File: config.mk
export PLATFORM = sky130hd
export DESIGN_NAME = tran_to_net_packetizer_flat
export DESIGN_NICKNAME = d
export VERILOG_FILES = /design/src/rtl/tran_to_net_packetizer_pkg.sv /design/src/rtl/tran_to_net_packetizer_if.sv /design/src/rtl/tran_to_net_packetizer_pkt_sync_fifo.sv /design/src/rtl/tran_to_net_packetizer.sv /design/src/flat_wrapper.sv
export SDC_FILE = /design/constraint.sdc
export NUM_CORES = 1
export LEC_CHECK = 0
export ABC_CLOCK_PERIOD_IN_PS = 3200
export CAP_MARGIN = 5
export CORE_MARGIN = 1.5
export CORE_UTILIZATION = 46
export DETAILED_ROUTE_END_ITERATION = 16
export GPL_TIMING_DRIVEN = 1
export SYNTH_ARGS = -nofsm -noshare
export SYNTH_HDL_FRONTEND = slang
export SYNTH_SLANG_ARGS = --single-unit
File: constraint.sdc
create_clock -name clk -period 3.2 [get_ports clk]
set_input_delay 0.64 -clock clk [delete_from_list [all_inputs] [get_ports clk]]
set_output_delay 0.64 -clock clk [all_outputs]
set_load 0.02 [all_outputs]
File: src/rtl/tran_to_net_packetizer_pkg.sv
// Shared definitions for the transport-to-network packetizer:
// FSM state encoding, header byte position and count-width helper.
package tran_net_pkg;

  localparam logic [1:0] S_IDLE  = 2'd0;
  localparam logic [1:0] S_FILL  = 2'd1;
  localparam logic [1:0] S_PAD   = 2'd2;
  localparam logic [1:0] S_DRAIN = 2'd3;

  typedef enum logic [1:0] {
    ST_IDLE  = S_IDLE,
    ST_FILL  = S_FILL,
    ST_PAD   = S_PAD,
    ST_DRAIN = S_DRAIN
  } state_t;

  // Position of the destination (phone number) byte within a burst.
  localparam int HDR_IDX = 0;

  // Bits needed to hold a count from 0 to n inclusive.
  function automatic int cnt_w(input int n);
    return $clog2(n + 1);
  endfunction

endpackage

File: src/rtl/tran_to_net_packetizer_if.sv
// Bundle of the transport-side and network-side signals of the packetizer.
// master = transport/network agents, slave = the packetizer itself.
interface tran_to_net_packetizer_if #(
  parameter int DATA_W      = 8,
  parameter int ADDR_W      = 8,
  parameter int PACKET_SIZE = 16,
  parameter int FIFO_DEPTH  = 64
);
  localparam int LEN_W = tran_net_pkg::cnt_w(PACKET_SIZE);
  localparam int CNT_W = tran_net_pkg::cnt_w(FIFO_DEPTH);

  logic [DATA_W-1:0] data;
  logic              sending;
  logic              in_ready;
  logic              net_rd;
  logic [DATA_W-1:0] packet_out;
  logic              send_data;
  logic [ADDR_W-1:0] phone_num;
  logic [LEN_W-1:0]  pkt_len;
  logic [CNT_W-1:0]  buf_count;
  logic              buf_empty;
  logic              overflow;

  modport master (
    output data, sending, net_rd,
    input  in_ready, packet_out, send_data, phone_num, pkt_len,
           buf_count, buf_empty, overflow
  );

  modport slave (
    input  data, sending, net_rd,
    output in_ready, packet_out, send_data, phone_num, pkt_len,
           buf_count, buf_empty, overflow
  );

endinterface

File: src/rtl/tran_to_net_packetizer_pkt_sync_fifo.sv
// Synchronous first-word-fall-through FIFO. The head entry is visible on
// dout whenever the FIFO is non-empty; dout reads as zero when empty so the
// network side never sees stale or undefined data.
module pkt_sync_fifo
  import tran_net_pkg::*;
#(
  parameter int DATA_W     = 8,
  parameter int FIFO_DEPTH = 64
) (
  input  logic                        clk,
  input  logic                        reset,
  input  logic [DATA_W-1:0]           din,
  input  logic                        wr_en,
  input  logic                        rd_en,
  output logic [DATA_W-1:0]           dout,
  output logic [cnt_w(FIFO_DEPTH)-1:0] count,
  output logic                        empty,
  output logic                        full
);
  localparam int PTR_W = $clog2(FIFO_DEPTH);
  localparam int CNT_W = cnt_w(FIFO_DEPTH);

  logic [DATA_W-1:0] r_mem [FIFO_DEPTH];
  logic [PTR_W-1:0]  r_wr_ptr;
  logic [PTR_W-1:0]  r_rd_ptr;
  logic [CNT_W-1:0]  r_count;
  logic              w_wr;
  logic              w_rd;

  // Writes are refused when full and reads when empty, so occupancy can
  // never wrap past either end.
  assign w_wr  = wr_en & ~full;
  assign w_rd  = rd_en & ~empty;
  assign empty = (r_count == '0);
  assign full  = (r_count == CNT_W'(FIFO_DEPTH));
  assign count = r_count;
  assign dout  = empty ? '0 : r_mem[r_rd_ptr];

  // Storage array; contents need no reset because occupancy gates reads.
  always_ff @(posedge clk) begin
    if (w_wr) begin
      r_mem[r_wr_ptr] <= din;
    end
  end

  // Pointers wrap naturally at the power-of-two depth; count tracks occupancy.
  always_ff @(posedge clk) begin
    if (reset) begin
      r_wr_ptr <= '0;
      r_rd_ptr <= '0;
      r_count  <= '0;
    end else begin
      if (w_wr) r_wr_ptr <= r_wr_ptr + 1'b1;
      if (w_rd) r_rd_ptr <= r_rd_ptr + 1'b1;
      case ({w_wr, w_rd})
        2'b10:   r_count <= r_count + 1'b1;
        2'b01:   r_count <= r_count - 1'b1;
        default: r_count <= r_count;
      endcase
    end
  end

endmodule

File: src/rtl/tran_to_net_packetizer.sv
// Transport-to-network packetizer. Collects a byte burst (first byte is the
// destination phone number) into a FIFO, closes the packet when it reaches
// PACKET_SIZE bytes or when the burst ends early, then lets the network side
// pop it out. Optional feature macro: TRAN_TO_NET_PAD_SHORT_EN zero-pads a
// short packet up to PACKET_SIZE before it is offered for draining.
module tran_to_net_packetizer
  import tran_net_pkg::*;
#(
  parameter int DATA_W      = 8,
  parameter int PACKET_SIZE = 16,
  parameter int FIFO_DEPTH  = 64,
  parameter int ADDR_W      = 8
) (
  input  logic                     clk,
  input  logic                     reset,
  tran_to_net_packetizer_if.slave  bus
);
  localparam int LEN_W = cnt_w(PACKET_SIZE);
  localparam int CNT_W = cnt_w(FIFO_DEPTH);
  localparam logic [LEN_W-1:0] PKT_LAST = LEN_W'(PACKET_SIZE - 1);

  state_t            r_state;
  logic              r_in_ready;
  logic              r_send_data;
  logic              r_overflow;
  logic [ADDR_W-1:0] r_phone_num;
  logic [LEN_W-1:0]  r_pkt_len;
`ifdef TRAN_TO_NET_PAD_SHORT_EN
  logic [LEN_W-1:0]  r_pad_len;
`endif

  logic              w_wr_acc;
  logic              w_fifo_wr;
  logic [DATA_W-1:0] w_fifo_din;
  logic              w_fifo_rd;
  logic [DATA_W-1:0] w_dout;
  logic [CNT_W-1:0]  w_count;
  logic              w_empty;
  logic              w_full;

  // A byte is taken only while the block advertises readiness; reads are
  // honoured only while a completed packet is draining.
  assign w_wr_acc  = bus.sending & r_in_ready & ~w_full;
  assign w_fifo_rd = (r_state == ST_DRAIN) & bus.net_rd & ~w_empty;
`ifdef TRAN_TO_NET_PAD_SHORT_EN
  assign w_fifo_wr  = w_wr_acc | (r_state == ST_PAD);
  assign w_fifo_din = (r_state == ST_PAD) ? '0 : bus.data;
`else
  assign w_fifo_wr  = w_wr_acc;
  assign w_fifo_din = bus.data;
`endif

  pkt_sync_fifo #(
    .DATA_W     (DATA_W),
    .FIFO_DEPTH (FIFO_DEPTH)
  ) u_fifo (
    .clk   (clk),
    .reset (reset),
    .din   (w_fifo_din),
    .wr_en (w_fifo_wr),
    .rd_en (w_fifo_rd),
    .dout  (w_dout),
    .count (w_count),
    .empty (w_empty),
    .full  (w_full)
  );

  // Packet FSM with registered handshake/status outputs, length counter and
  // header latch; reset discards any partially built packet.
  always_ff @(posedge clk) begin
    if (reset) begin
      r_state     <= ST_IDLE;
      r_in_ready  <= 1'b0;
      r_send_data <= 1'b0;
      r_overflow  <= 1'b0;
      r_phone_num <= '0;
      r_pkt_len   <= '0;
`ifdef TRAN_TO_NET_PAD_SHORT_EN
      r_pad_len   <= '0;
`endif
    end else begin
      // Any byte offered while not ready is lost; remember that forever.
      if (bus.sending && !r_in_ready) begin
        r_overflow <= 1'b1;
      end
      case (r_state)
        ST_IDLE: begin
          r_in_ready <= w_empty;
          if (w_wr_acc) begin
            r_phone_num <= bus.data[ADDR_W-1:0];
            r_pkt_len   <= LEN_W'(HDR_IDX + 1);
            r_in_ready  <= 1'b1;
            r_state     <= ST_FILL;
          end
        end
        ST_FILL: begin
          if (w_wr_acc) begin
            r_pkt_len <= r_pkt_len + 1'b1;
            if (r_pkt_len == PKT_LAST) begin
              r_in_ready  <= 1'b0;
              r_send_data <= 1'b1;
              r_state     <= ST_DRAIN;
            end
          end else if (!bus.sending) begin
            // Burst ended early: close the packet at its current length.
            r_in_ready <= 1'b0;
`ifdef TRAN_TO_NET_PAD_SHORT_EN
            r_pad_len  <= r_pkt_len;
            r_state    <= ST_PAD;
`else
            r_send_data <= 1'b1;
            r_state     <= ST_DRAIN;
`endif
          end
        end
`ifdef TRAN_TO_NET_PAD_SHORT_EN
        ST_PAD: begin
          // One zero byte per cycle; pkt_len keeps the unpadded length.
          r_pad_len <= r_pad_len + 1'b1;
          if (r_pad_len == PKT_LAST) begin
            r_send_data <= 1'b1;
            r_state     <= ST_DRAIN;
          end
        end
`endif
        ST_DRAIN: begin
          if (w_fifo_rd && (w_count == CNT_W'(1))) begin
            r_send_data <= 1'b0;
            r_in_ready  <= 1'b1;
            r_state     <= ST_IDLE;
          end
        end
        default: begin
          r_in_ready  <= 1'b0;
          r_send_data <= 1'b0;
          r_state     <= ST_IDLE;
        end
      endcase
    end
  end

  assign bus.in_ready   = r_in_ready;
  assign bus.send_data  = r_send_data;
  assign bus.overflow   = r_overflow;
  assign bus.phone_num  = r_phone_num;
  assign bus.pkt_len    = r_pkt_len;
  assign bus.packet_out = w_dout;
  assign bus.buf_count  = w_count;
  assign bus.buf_empty  = w_empty;

endmodule

File: src/flat_wrapper.sv
// flat-port wrapper written by rule: the top's interface ports become plain ports
module tran_to_net_packetizer_flat import tran_net_pkg::*;
#(
  parameter int DATA_W      = 8,
  parameter int PACKET_SIZE = 16,
  parameter int FIFO_DEPTH  = 64,
  parameter int ADDR_W      = 8
)
  (clk, reset, bus_data, bus_sending, bus_net_rd, bus_in_ready, bus_packet_out, bus_send_data, bus_phone_num, bus_pkt_len, bus_buf_count, bus_buf_empty, bus_overflow);
  tran_to_net_packetizer_if #(.DATA_W(DATA_W), .ADDR_W(ADDR_W), .PACKET_SIZE(PACKET_SIZE), .FIFO_DEPTH(FIFO_DEPTH)) bus_i ();
  input  logic clk;
  input  logic reset;
  input wire logic [$bits(bus_i.data)-1:0] bus_data;
  input wire logic [$bits(bus_i.sending)-1:0] bus_sending;
  input wire logic [$bits(bus_i.net_rd)-1:0] bus_net_rd;
  output wire logic [$bits(bus_i.in_ready)-1:0] bus_in_ready;
  output wire logic [$bits(bus_i.packet_out)-1:0] bus_packet_out;
  output wire logic [$bits(bus_i.send_data)-1:0] bus_send_data;
  output wire logic [$bits(bus_i.phone_num)-1:0] bus_phone_num;
  output wire logic [$bits(bus_i.pkt_len)-1:0] bus_pkt_len;
  output wire logic [$bits(bus_i.buf_count)-1:0] bus_buf_count;
  output wire logic [$bits(bus_i.buf_empty)-1:0] bus_buf_empty;
  output wire logic [$bits(bus_i.overflow)-1:0] bus_overflow;
  assign bus_i.data = bus_data;
  assign bus_i.sending = bus_sending;
  assign bus_i.net_rd = bus_net_rd;
  assign bus_in_ready = bus_i.in_ready;
  assign bus_packet_out = bus_i.packet_out;
  assign bus_send_data = bus_i.send_data;
  assign bus_phone_num = bus_i.phone_num;
  assign bus_pkt_len = bus_i.pkt_len;
  assign bus_buf_count = bus_i.buf_count;
  assign bus_buf_empty = bus_i.buf_empty;
  assign bus_overflow = bus_i.overflow;
  tran_to_net_packetizer #(.DATA_W(DATA_W), .PACKET_SIZE(PACKET_SIZE), .FIFO_DEPTH(FIFO_DEPTH), .ADDR_W(ADDR_W)) u_core (.clk(clk), .reset(reset), .bus(bus_i));
endmodule
**Placement view**

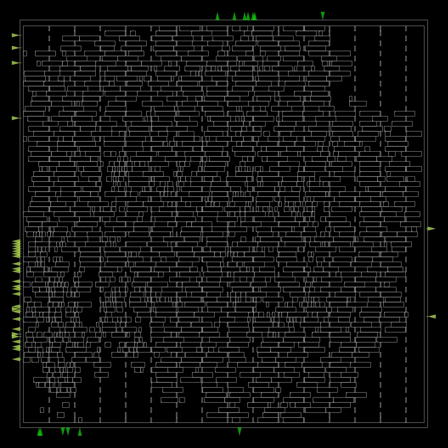
well tap count: 607
fillers: 3541
Flops: 555
fin util: 0.579

**Cells colored by class**

Drawn at 1.5 px/um.
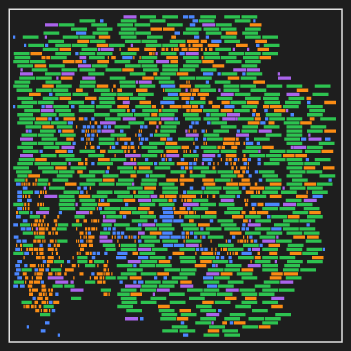
Key: purple = clock drivers and dummy loads [cells 106, share of their area 7.1%]; blue = other buffers and delay cells [cells 258, share of their area 9.3%]; orange = combinational and other logic [cells 534, share of their area 22%]; green = flops [cells 555, share of their area 62%]
Cell Rows: 79
Post-Layout Inst Area: 0.0270 mm^2
core region area: 0.0467 mm^2

**M1 wires**

Drawn at 2 px/um. Supply wires on this layer in gray. Cells faint in the background.
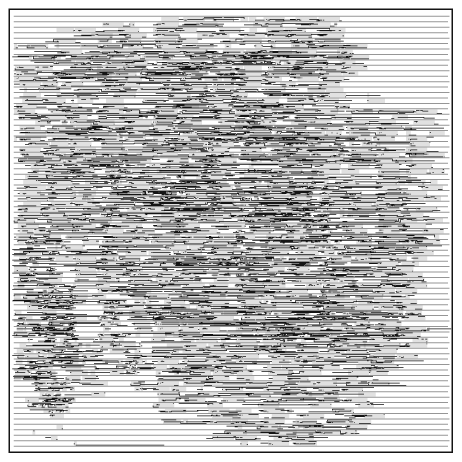
The layer carries 24.5 mm of wire. The longest straight run is 65.3 um.
via count: 12100
drt total wl: 56000 um
GRT met1 Usage: 0.344

==> impl_metrics.yaml <==
# implementation run metrics
placement:
  dp.cells: 1930
  post-place-ws_ns: -0.314
  portBuffers: 43
  dpl_cell_area_mm2: 0.0243
  detailed_place_hpwl_um: 35700
final_timing:
  worst_slew_pin_slew_ns: 0.928
  setup_violations: 8
  finalWorstSetupSlack_ns: -0.228
  fin_crit_ns: 3.43
  slew_viol_final: 0
  rsz0062_at_grt: "true"
floorplan:
  floorplanUtilization: 0.468
  die_w_um: 221
pwr:
  switching_share: 0.217
  finalPower_mw: 15.7
  p_leak_nw: 8.74
  clock_power_share: 0.422
  switchingPower_mw: 3.40
  maxPowerGroup: "registers"
layout:
  seq_area_frac: 0.601
  comb_cells: 523
  final-clk-cell-share: 0.0693
  largestClassByArea: "registers"
  regMostFlops: "u_core.u_fifo.r_mem"
  flop_area_mm2: 0.0162
  final-nonclk-buf-share: 0.0900
  lay_top_cells: "edfxtp_1, buf_4, mux4_2"
  lay_top_count: "edfxtp_1"
  nNetsFinal: 1431
  num_antenna_cells: 0
  final_cells: 2060
  area_growth_pct: 23.8
  drive_gt1_frac: 0.358
global_route:
  grt_max_degree: 43
  overflow: 0
  grt_pass1_vias: 12100
synth:
  yosys.area.top_type_share: 0.705
  synth_area_per_cell_um2: 18.9
  edf_count: 512
  yosysWarnings: 0
  ys_area_mm2: 0.0218
  synthArstFlopShare: 0
  logic_family: "multiplexers"
  simple_gate_share: 0.0491
  syn-cell-area_mm2: 0.0218
  mux_share: 0.143
  ys.flops: 555
  top_cell: "edfxtp_1"
cts:
  cts_root_buffer: "clkbuf_16"
  clk_pin_slew_ns: 0.06
  cts_resized: 139
  htree_levels: 2
  insertion_delay_ns: 0.63
  cts_hold_buffers: 0
setup_path:
  arrival_ns: 2.79
  cp_num_buf_inv: 3
  cpPeakStageDelay_ns: 0.48
  crit_cells: 7
  critical-path-top-delay-family: "multiplexers"
  endpoint: "bus_packet_out[7]"
  cp-start-kind: "flop"
  crit_type: "reg2out"
  cp_data_required_time_ns: 2.56
  rr_worst_depth: 10
drt:
  antenna_left: 0
  drtPass1Iterations: 7
  drt_iter0_drc: 1175
  wl_met1_um: 24500
worst_hold_path:
  hold_start: "u_core.bus.phone_num[4]"
  hold_class: "reg2reg"
  hold-path-cell-count: 2
run_status:
  status: "finished with violations"
  violations: "setup timing"
job:
  tool_warnings: 33
Power and IR drop assume default switching activity.
